<file path="src/rtl/conv3x3_frame_sequencer.sv">
// 3x3 signed convolution frame sequencer: walks a WIDTHxHEIGHT image in raster order,
// reads nine taps per interior pixel from sync RAM, and streams |acc| clamped to 2^BITW-1.
module conv3x3_frame_sequencer #(
    parameter int unsigned WIDTH  = 16,
    parameter int unsigned HEIGHT = 16,
    parameter int unsigned BITW   = 8,
    parameter int unsigned ACCW   = 20,
    parameter int unsigned AW     = 8
) (
    input  logic            clk,
    input  logic            rst_n,
    input  logic            start,
    input  logic [71:0]     kernel,
    output logic            busy,
    output logic            done,
    output logic            mem_rd_en,
    output logic [AW-1:0]   mem_addr,
    input  logic [BITW-1:0] mem_rd_data,
    output logic            out_valid,
    input  logic            out_ready,
    output logic [BITW-1:0] out_data,
    output logic [7:0]      out_x,
    output logic [7:0]      out_y,
    output logic            out_last
);

    localparam int unsigned XW    = 8;
    localparam int unsigned KW    = 8;
    localparam int unsigned NTAP  = 9;
    localparam int unsigned TAPW  = 4;
    localparam int unsigned PRODW = KW + BITW + 1;
    localparam logic [ACCW-1:0] PIX_MAX = ACCW'(2**BITW - 1);
    localparam logic [TAPW-1:0] LAST_TAP = TAPW'(NTAP - 1);

    typedef enum logic [2:0] {
        S_IDLE,
        S_CHECK,
        S_READ,
        S_DRAIN,
        S_OUT,
        S_DONE
    } state_t;

    state_t                 state_q, state_d;
    logic [XW-1:0]          x_q, x_d;
    logic [XW-1:0]          y_q, y_d;
    logic [TAPW-1:0]        tap_q, tap_d;
    logic signed [ACCW-1:0] acc_q, acc_d;
    logic [KW*NTAP-1:0]     kern_q, kern_d;
    logic                   busy_q, busy_d;
    logic                   done_q, done_d;
    logic                   mem_rd_en_q, mem_rd_en_d;
    logic [AW-1:0]          mem_addr_q, mem_addr_d;
    logic                   out_valid_q, out_valid_d;
    logic [BITW-1:0]        out_data_q, out_data_d;
    logic [XW-1:0]          out_x_q, out_x_d;
    logic [XW-1:0]          out_y_q, out_y_d;
    logic                   out_last_q, out_last_d;

    logic                   is_border;
    logic                   is_last;
    logic [TAPW-1:0]        mac_idx;
    logic signed [KW-1:0]   k_sel;
    logic signed [BITW:0]   pix_s;
    logic signed [PRODW-1:0] prod;
    logic signed [ACCW-1:0] prod_ext;
    logic signed [ACCW-1:0] acc_sum;
    logic [ACCW-1:0]        acc_abs;
    logic [BITW-1:0]        res_clamped;

    // Address of tap t (row-major within the 3x3 window) centred on (cx, cy).
    function automatic logic [AW-1:0] tap_addr(input logic [XW-1:0] cx,
                                               input logic [XW-1:0] cy,
                                               input logic [TAPW-1:0] t);
        int row;
        int col;
        row = int'(cy) + int'(t) / 3 - 1;
        col = int'(cx) + int'(t) % 3 - 1;
        return AW'(row * int'(WIDTH) + col);
    endfunction

    assign is_border = (x_q == '0) || (x_q == XW'(WIDTH - 1)) ||
                       (y_q == '0) || (y_q == XW'(HEIGHT - 1));
    assign is_last   = (x_q == XW'(WIDTH - 1)) && (y_q == XW'(HEIGHT - 1));

    // Read data lags its strobe by one cycle, so the tap being accumulated is one behind.
    assign mac_idx     = (state_q == S_DRAIN) ? LAST_TAP : TAPW'(tap_q - TAPW'(1));
    assign k_sel       = $signed(kern_q[{mac_idx, 3'b000} +: KW]);
    assign pix_s       = $signed({1'b0, mem_rd_data});
    assign prod        = PRODW'(k_sel) * PRODW'(pix_s);
    assign prod_ext    = ACCW'(prod);
    assign acc_sum     = acc_q + prod_ext;
    assign acc_abs     = acc_sum[ACCW-1] ? ACCW'(-acc_sum) : ACCW'(acc_sum);
    assign res_clamped = (acc_abs > PIX_MAX) ? BITW'(PIX_MAX) : acc_abs[BITW-1:0];

    // Next-state and registered-output logic.
    always_comb begin
        state_d     = state_q;
        x_d         = x_q;
        y_d         = y_q;
        tap_d       = tap_q;
        acc_d       = acc_q;
        kern_d      = kern_q;
        busy_d      = busy_q;
        done_d      = 1'b0;
        mem_rd_en_d = 1'b0;
        mem_addr_d  = mem_addr_q;
        out_valid_d = out_valid_q;
        out_data_d  = out_data_q;
        out_x_d     = out_x_q;
        out_y_d     = out_y_q;
        out_last_d  = out_last_q;

        case (state_q)
            S_IDLE: begin
                if (start) begin
                    kern_d  = kernel;
                    x_d     = '0;
                    y_d     = '0;
                    busy_d  = 1'b1;
                    state_d = S_CHECK;
                end
            end
            S_CHECK: begin
                acc_d = '0;
                if (is_border) begin
                    out_valid_d = 1'b1;
                    out_data_d  = '0;
                    out_x_d     = x_q;
                    out_y_d     = y_q;
                    out_last_d  = is_last;
                    state_d     = S_OUT;
                end else begin
                    tap_d       = '0;
                    mem_rd_en_d = 1'b1;
                    mem_addr_d  = tap_addr(x_q, y_q, '0);
                    state_d     = S_READ;
                end
            end
            S_READ: begin
                if (tap_q != '0) begin
                    acc_d = acc_sum;
                end
                if (tap_q == LAST_TAP) begin
                    state_d = S_DRAIN;
                end else begin
                    tap_d       = TAPW'(tap_q + TAPW'(1));
                    mem_rd_en_d = 1'b1;
                    mem_addr_d  = tap_addr(x_q, y_q, TAPW'(tap_q + TAPW'(1)));
                end
            end
            S_DRAIN: begin
                acc_d       = acc_sum;
                out_valid_d = 1'b1;
                out_data_d  = res_clamped;
                out_x_d     = x_q;
                out_y_d     = y_q;
                out_last_d  = is_last;
                state_d     = S_OUT;
            end
            S_OUT: begin
                if (out_ready) begin
                    out_valid_d = 1'b0;
                    out_last_d  = 1'b0;
                    if (out_last_q) begin
                        done_d  = 1'b1;
                        busy_d  = 1'b0;
                        state_d = S_DONE;
                    end else begin
                        if (x_q == XW'(WIDTH - 1)) begin
                            x_d = '0;
                            y_d = XW'(y_q + XW'(1));
                        end else begin
                            x_d = XW'(x_q + XW'(1));
                        end
                        state_d = S_CHECK;
                    end
                end
            end
            S_DONE: begin
                state_d = S_IDLE;
            end
            default: begin
                state_d = S_IDLE;
            end
        endcase
    end

    always_ff @(posedge clk or negedge rst_n) begin
        if (!rst_n) begin
            state_q     <= S_IDLE;
            x_q         <= '0;
            y_q         <= '0;
            tap_q       <= '0;
            acc_q       <= '0;
            kern_q      <= '0;
            busy_q      <= 1'b0;
            done_q      <= 1'b0;
            mem_rd_en_q <= 1'b0;
            mem_addr_q  <= '0;
            out_valid_q <= 1'b0;
            out_data_q  <= '0;
            out_x_q     <= '0;
            out_y_q     <= '0;
            out_last_q  <= 1'b0;
        end else begin
            state_q     <= state_d;
            x_q         <= x_d;
            y_q         <= y_d;
            tap_q       <= tap_d;
            acc_q       <= acc_d;
            kern_q      <= kern_d;
            busy_q      <= busy_d;
            done_q      <= done_d;
            mem_rd_en_q <= mem_rd_en_d;
            mem_addr_q  <= mem_addr_d;
            out_valid_q <= out_valid_d;
            out_data_q  <= out_data_d;
            out_x_q     <= out_x_d;
            out_y_q     <= out_y_d;
            out_last_q  <= out_last_d;
        end
    end

    assign busy      = busy_q;
    assign done      = done_q;
    assign mem_rd_en = mem_rd_en_q;
    assign mem_addr  = mem_addr_q;
    assign out_valid = out_valid_q;
    assign out_data  = out_data_q;
    assign out_x     = out_x_q;
    assign out_y     = out_y_q;
    assign out_last  = out_last_q;

endmodule

</file>
<file path="config.mk">
export PLATFORM = sky130hd
export DESIGN_NAME = conv3x3_frame_sequencer
export DESIGN_NICKNAME = d
export VERILOG_FILES = /design/src/rtl/conv3x3_frame_sequencer.sv
export SDC_FILE = /design/constraint.sdc
export NUM_CORES = 1
export LEC_CHECK = 0
export CAP_MARGIN = 15
export CORE_MARGIN = 2
export CORE_UTILIZATION = 30
export DETAILED_ROUTE_END_ITERATION = 12
export PLACE_DENSITY = 0.54
export SYNTH_ARGS = -nofsm -noshare
export SYNTH_HDL_FRONTEND = slang
export SYNTH_SLANG_ARGS = --single-unit
</file>
<file path="constraint.sdc">
create_clock -name clk -period 14.3 [get_ports clk]
set_clock_uncertainty 0.2 [all_clocks]
set_input_delay 2.86 -clock clk [delete_from_list [all_inputs] [get_ports clk]]
set_output_delay 2.86 -clock clk [all_outputs]
set_load 0.03 [all_outputs]
</file>
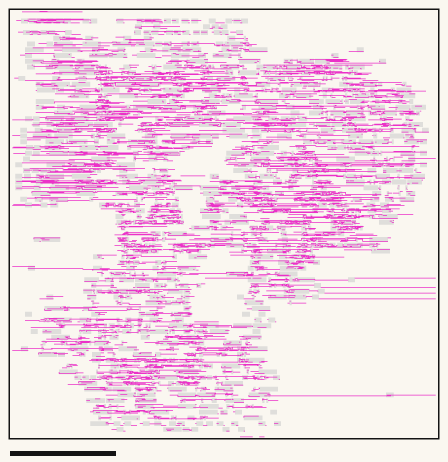
run_1/layer_met1.png
Bar = 50 um. Cells faint in the background.
share of all routed wire	48%
wire length on this layer	14900 um
main direction	horizontal
nets with wire on the layer	1503

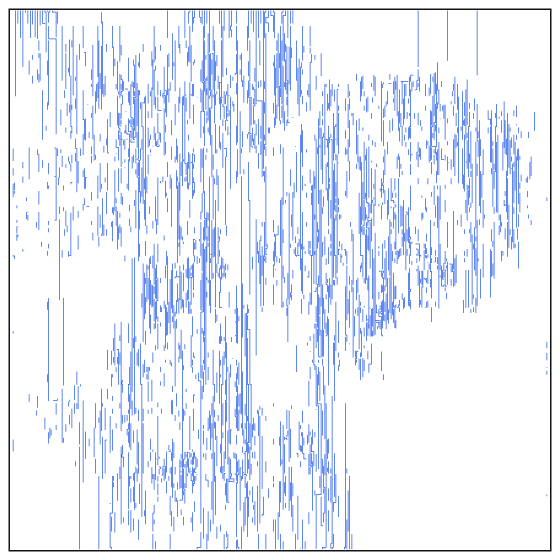
run_1/layer_met2.png
wire length on this layer	15000 um
main direction	vertical
share of all routed wire	48%
nets with wire on the layer	1330
longest straight run	89.1 um

==> flow report, run 1 <==
STATUS
--------------------------------------------------------------------------------
Result of the run                                                      completed

LOGIC SYNTHESIS
--------------------------------------------------------------------------------
Synth top area share                                                       32.2%
Predominant post-synthesis flop cell                                sky130_fd_sc_hd__dfrtp_1
Yosys Chip Area                                                        11800 um2
Synth Instances                                                             1257
Flop and latch count out of synthesis                                        152
Netlist area before placement                                          11800 um2
Dominant cell by count in the synthesized netlist                   sky130_fd_sc_hd__nand2_1
Area share of xor/xnor cells in the synthesized design                     4.55%
Top post-synthesis cells by count                                   162 x sky130_fd_sc_hd__nand2_1, 152 x sky130_fd_sc_hd__dfrtp_1, 135 x sky130_fd_sc_hd__inv_1, 103 x sky130_fd_sc_hd__ha_1, 69 x sky130_fd_sc_hd__mux2_2
Biggest area cells                                                  sky130_fd_sc_hd__dfrtp_1 32%, sky130_fd_sc_hd__ha_1 11%, sky130_fd_sc_hd__fa_1 9.8%, sky130_fd_sc_hd__mux2_2 6.6%, sky130_fd_sc_hd__nand2_1 5.1%
Comb area leader                                                     adder cells
MUX share of area                                                          7.04%
Syn Nets                                                                    1502
Post-synthesis sequential area ratio                                       32.2%
Share of async-settable or async-resettable flops after synthesis           100%
Flip-flops with a built-in enable                                              0

GLOBAL ROUTE
--------------------------------------------------------------------------------
Vias in the first global route                                              9209
GR Overflow Total                                                              0
Top Usage Layer GRT                                                         met2
Number of antenna violations at the first check in global routing              0
Met2 usage                                                                 25.6%
Met3 demand-to-capacity share in global routing                            2.34%

FINAL LAYOUT
--------------------------------------------------------------------------------
Comb gate area                                                          7270 um2
FILL cells                                                                  3982
Design Area, Final                                                     14100 um2
Dominant logic cell types in the final layout                       162 x sky130_fd_sc_hd__nand2_1, 152 x sky130_fd_sc_hd__dfrtp_1, 135 x sky130_fd_sc_hd__inv_1
Non-CTS buffers                                                              124
# clk buffers                                                                 18
Area growth from synthesis to layout                                       19.1%
Largest registers                                                   kern_q: 72 flops, acc_q: 20 flops
Fraction of layout instances using a drive strength above 1                9.15%
Multi-Input Combinational                                                    921
Final Util                                                                 36.3%
Largest register FFs                                                          72
Biggest Area Class                                                  combinational gates
Flop share of the area                                                     27.1%
Register bank with the most flops                                         kern_q

CLOCK TREE
--------------------------------------------------------------------------------
Post-CTS setup buffer count                                                    0
TritonCTS Buffers                                                             17
Hold buffers post-CTS                                                          0
CTS sink count                                                               152
Clock root buffer master                                            sky130_fd_sc_hd__clkbuf_16
TritonCTS clock tree                                                       built
Gates resized, CTS repair                                                      0
CTS clock-pin slew for the worst setup and hold paths                    0.07 ns
Clock insertion delay at the later pin of the skew report                0.44 ns
Largest buffer count on any clock path                                         2

PLACEMENT
--------------------------------------------------------------------------------
Number of buffers inserted by port buffering                                 120
Post-DP HPWL                                                             24.4 mm
Routability congestion estimate                                            0.857
Post-Place Cells                                                            1852
Post-Place Setup Slack                                                   4.27 ns
Post-placement cell area                                               13500 um2

WORST SETUP PATH
--------------------------------------------------------------------------------
Worst r2r src                                                       tap_q[0]$_DFFE_PN0P_
Worst setup startpoint                                              tap_q[0]$_DFFE_PN0P_
Required @ worst endpoint                                               14.39 ns
Slowest cell delay on critical path                                      0.82 ns
Category of the worst setup path capture point                              flop
Critical Setup Path Class                                                reg2reg
Cell family contributing the most delay on the critical path         adder cells
Max FO, Critical Path                                                         22
Buffer-and-inverter tally for the worst setup path                             6
Critical Path Sink                                                  out_data[1]$_DFFE_PN0P_
Depth of the worst register-to-register path                                  29

ROUTE
--------------------------------------------------------------------------------
DRC                                                                            0
Number of antenna-violating nets in the routed design                          0
DR WL/cell                                                               16.6 um
Routed vias/inst                                                            4.83
Met3 WL post-DR                                                           951 um
Initial DRT Pass Iterations                                                    5
Length of routed met2 wiring                                             15.0 mm
Drt total wl                                                             31.2 mm

TIMING
--------------------------------------------------------------------------------
RSZ-0062 raised after global routing                                       false
Final worst-path cycle share                                               70.2%
Final Max Tran Viols                                                           0
Maximum clock frequency                                                 99.6 MHz
# setup viols final                                                            0
Transition time at the pin with the least slew margin                    1.08 ns
Final hold violations                                                          0

DIE
--------------------------------------------------------------------------------
Die X-Extent                                                              202 um
Row count                                                                     72
Placeable core region                                                  38700 um2
I/O pins                                                                     121
Initial Utilization                                                        30.5%
Tapcells inserted                                                            518

WORST HOLD PATH
--------------------------------------------------------------------------------
Terminating pin of the worst hold path                              out_y[6]$_DFFE_PN0P_
Path category of the worst min-delay check                               reg2reg
Hold Path Depth                                                                2

RUN
--------------------------------------------------------------------------------
Max_cap viols                                                                  0
OpenROAD warning count                                                        34

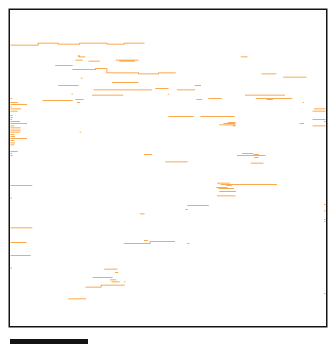
run_1/layer_met3.png
Bar = 50 um.
share of all routed wire	3.1%
wire length on this layer	951 um
nets with wire on the layer	85
longest straight run	37.3 um
main direction	horizontal

run_1/clocks.png
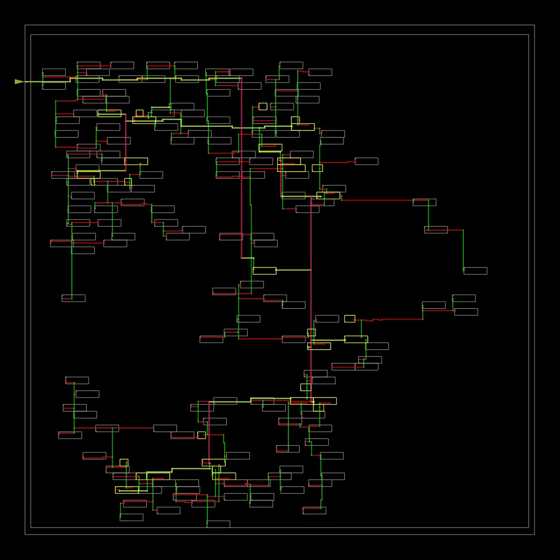

==> run 1 -> run 2 <==
==> constraint.sdc (replaced) <==
create_clock -name clk -period 10.4 [get_ports clk]
set_clock_uncertainty 0.2 [all_clocks]
set_input_delay 2.08 -clock clk [delete_from_list [all_inputs] [get_ports clk]]
set_output_delay 2.08 -clock clk [all_outputs]
set_load 0.03 [all_outputs]
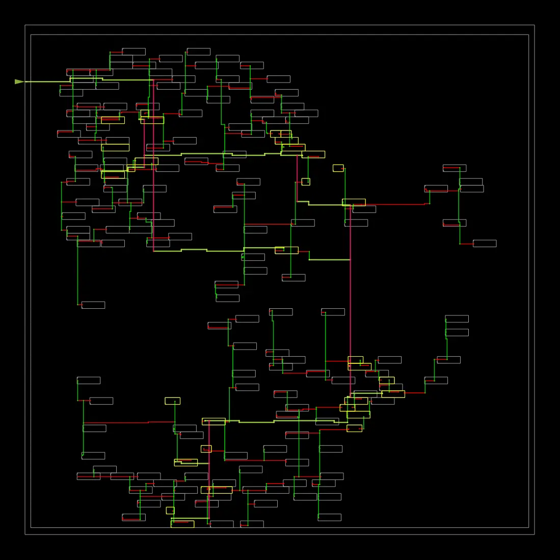
run_2/clocks.png
TritonCTS Buffers: 17

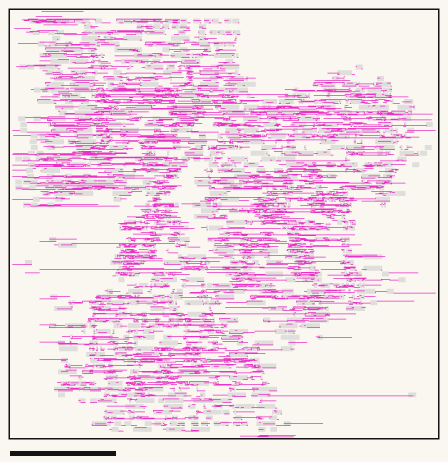
run_2/layer_met1.png
Bar = 50 um. Cells faint in the background.
share of all routed wire	47%
longest straight run	69.0 um
nets with wire on the layer	1505
main direction	horizontal
wire length on this layer	14700 um

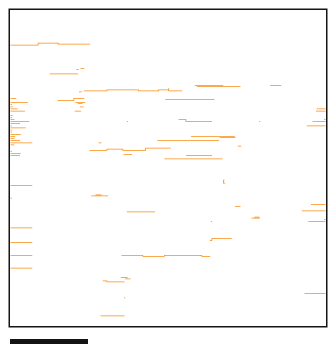
run_2/layer_met3.png
Bar = 50 um.
main direction	horizontal
longest straight run	39.1 um
share of all routed wire	2.9%
wire length on this layer	887 um
nets with wire on the layer	66

==> flow report, run 2 <==
ROUTE
--------------------------------------------------------------------------------
Drt total wl                                                             31.2 mm   -0.16%
Initial DRT Pass Iterations                                                    5   unchanged
Routed vias/inst                                                            4.88   +0.85%
Met3 WL post-DR                                                           887 um   -6.7%
Length of routed met2 wiring                                             15.2 mm   +1.4%
DRC                                                                            0   unchanged
Number of antenna-violating nets in the routed design                          0   unchanged
Initial drt markers                                                          437
Top routing layer used                                                      met4
DR WL/cell                                                               16.5 um   -0.22%

TIMING
--------------------------------------------------------------------------------
Transition time at the pin with the least slew margin                    1.00 ns   -0.0795 ns
Final Max Tran Viols                                                           0   unchanged
Final critical-path required period                                      9.45 ns
# setup viols final                                                            0   unchanged
Maximum clock frequency                                                  106 MHz   +6.2%
RSZ-0062 raised after global routing                                       false
Final hold violations                                                          0   unchanged
Final worst-path cycle share                                               90.9%   +21 points

CLOCK TREE
--------------------------------------------------------------------------------
CTS clock-pin slew for the worst setup and hold paths                    0.07 ns   about the same
Hold buffers post-CTS                                                          0   unchanged
Post-CTS setup buffer count                                                    0   unchanged
TritonCTS clock tree                                                       built
Largest buffer count on any clock path                                         2   unchanged
Clock insertion delay at the later pin of the skew report                0.45 ns   about the same
Gates resized, CTS repair                                                      0   unchanged
Clock root buffer master                                            sky130_fd_sc_hd__clkbuf_16
CTS sink count                                                               152   unchanged

LOGIC SYNTHESIS
--------------------------------------------------------------------------------
Predominant post-synthesis flop cell                                sky130_fd_sc_hd__dfrtp_1
Average footprint of a synthesized cell                                 9.39 um2
Flip-flops with a built-in enable                                              0   unchanged
Comb area leader                                                     adder cells
Area share of xor/xnor cells in the synthesized design                     4.55%   unchanged
Syn Nets                                                                    1502   unchanged
Post-synthesis sequential area ratio                                       32.2%   unchanged
Top post-synthesis cells by count                                   162 x sky130_fd_sc_hd__nand2_1, 152 x sky130_fd_sc_hd__dfrtp_1, 135 x sky130_fd_sc_hd__inv_1, 103 x sky130_fd_sc_hd__ha_1, 69 x sky130_fd_sc_hd__mux2_2
Flop and latch count out of synthesis                                        152   unchanged
Unique cell type count in the Yosys netlist                                   79
Dominant cell by count in the synthesized netlist                   sky130_fd_sc_hd__nand2_1
Compound-Gate Fraction of Synth Area                                       13.2%
Biggest area cells                                                  sky130_fd_sc_hd__dfrtp_1 32%, sky130_fd_sc_hd__ha_1 11%, sky130_fd_sc_hd__fa_1 9.8%, sky130_fd_sc_hd__mux2_2 6.6%, sky130_fd_sc_hd__nand2_1 5.1%
MUX share of area                                                          7.04%   unchanged
Yosys Chip Area                                                        11800 um2   unchanged
Synth area leader                                                   sky130_fd_sc_hd__dfrtp_1
Simple-gate share of the synthesized area                                  16.0%
Netlist area before placement                                          11800 um2   unchanged
Synth Instances                                                             1257   unchanged
Synth top area share                                                       32.2%   unchanged
Share of async-settable or async-resettable flops after synthesis           100%   unchanged

FINAL LAYOUT
--------------------------------------------------------------------------------
# clk buffers                                                                 17   -1
Largest register FFs                                                          72   unchanged
Logic inverters                                                              137
Fraction of layout instances using a drive strength above 1                9.29%   +0.14 points
Flop share of the area                                                     27.0%   -0.096 points
Dominant logic cell types in the final layout                       162 x sky130_fd_sc_hd__nand2_1, 152 x sky130_fd_sc_hd__dfrtp_1, 135 x sky130_fd_sc_hd__inv_1
Comb gate area                                                          7270 um2   unchanged
Multi-Input Combinational                                                    921   unchanged
FILL cells                                                                  3987   +0.13%
Non-CTS buffers                                                              125   +0.81%
Register bank with the most flops                                         kern_q
Layout clock area frac                                                     4.43%
Logic share of the area                                                    51.6%
Largest registers                                                   kern_q: 72 flops, acc_q: 20 flops
Final Util                                                                 36.4%   +0.13 points
Design Area, Final                                                     14100 um2   +0.36%
Seq. cell area                                                          3800 um2
Area growth from synthesis to layout                                       19.5%
Biggest Area Class                                                  combinational gates

WORST SETUP PATH
--------------------------------------------------------------------------------
Slowest cell delay on critical path                                      0.84 ns   +0.02 ns
Critical Setup Path Class                                                reg2reg
Worst r2r src                                                       state_q[2]$_DFFE_PN0P_
Worst setup startpoint                                              state_q[2]$_DFFE_PN0P_
Depth of the worst register-to-register path                                  26   -10%
Buffer-and-inverter tally for the worst setup path                             3   -3
Cell family contributing the most delay on the critical path        AND-OR/OR-AND gates
Category of the worst setup path capture point                              flop
Required @ worst endpoint                                               10.50 ns   -3.89 ns
Critical Path Sink                                                  out_data[2]$_DFFE_PN0P_
Critical path data arrival time                                          9.55 ns
Max FO, Critical Path                                                         24   +9.1%
Critical-path cell with the highest stage delay                     sky130_fd_sc_hd__nand2_1
Worst R2R End                                                       out_data[2]$_DFFE_PN0P_
R2R Setup Slk                                                            0.95 ns

GLOBAL ROUTE
--------------------------------------------------------------------------------
Number of antenna violations at the first check in global routing              0   unchanged
Met2 usage                                                                 26.4%   +0.89 points
Vias in the first global route                                              9596   +4.2%
GRT Resource Usage Total                                                   15.8%
Top Usage Layer GRT                                                         met2
Met1 track utilization from global routing                                 21.3%
GR Overflow Total                                                              0   unchanged
Met3 demand-to-capacity share in global routing                            2.71%   +0.37 points
Wire length of the first global-routing pass                             51.5 mm

STATUS
--------------------------------------------------------------------------------
Result of the run                                                      completed

DIE
--------------------------------------------------------------------------------
Placeable core region                                                  38700 um2   unchanged
Die X-Extent                                                              202 um   unchanged
Row count                                                                     72   unchanged
Chip height                                                               202 um
I/O pins                                                                     121   unchanged
Initial Utilization                                                        30.5%   unchanged
Tapcells inserted                                                            518   unchanged

PLACEMENT
--------------------------------------------------------------------------------
Number of buffers inserted by port buffering                                 120   unchanged
Post-Place Cells                                                            1852   unchanged
Post-Place Setup Slack                                                  0.965 ns   -3.31 ns
Routability congestion estimate                                            0.852   -0.55%
Post-placement cell area                                               13500 um2   unchanged
Post-DP HPWL                                                             24.3 mm   -0.39%

RUN
--------------------------------------------------------------------------------
Max_cap viols                                                                  0   unchanged
OpenROAD warning count                                                        34   unchanged

WORST HOLD PATH
--------------------------------------------------------------------------------
Hold Path Depth                                                                2   unchanged
Terminating pin of the worst hold path                              out_y[4]$_DFFE_PN0P_
Path category of the worst min-delay check                               reg2reg

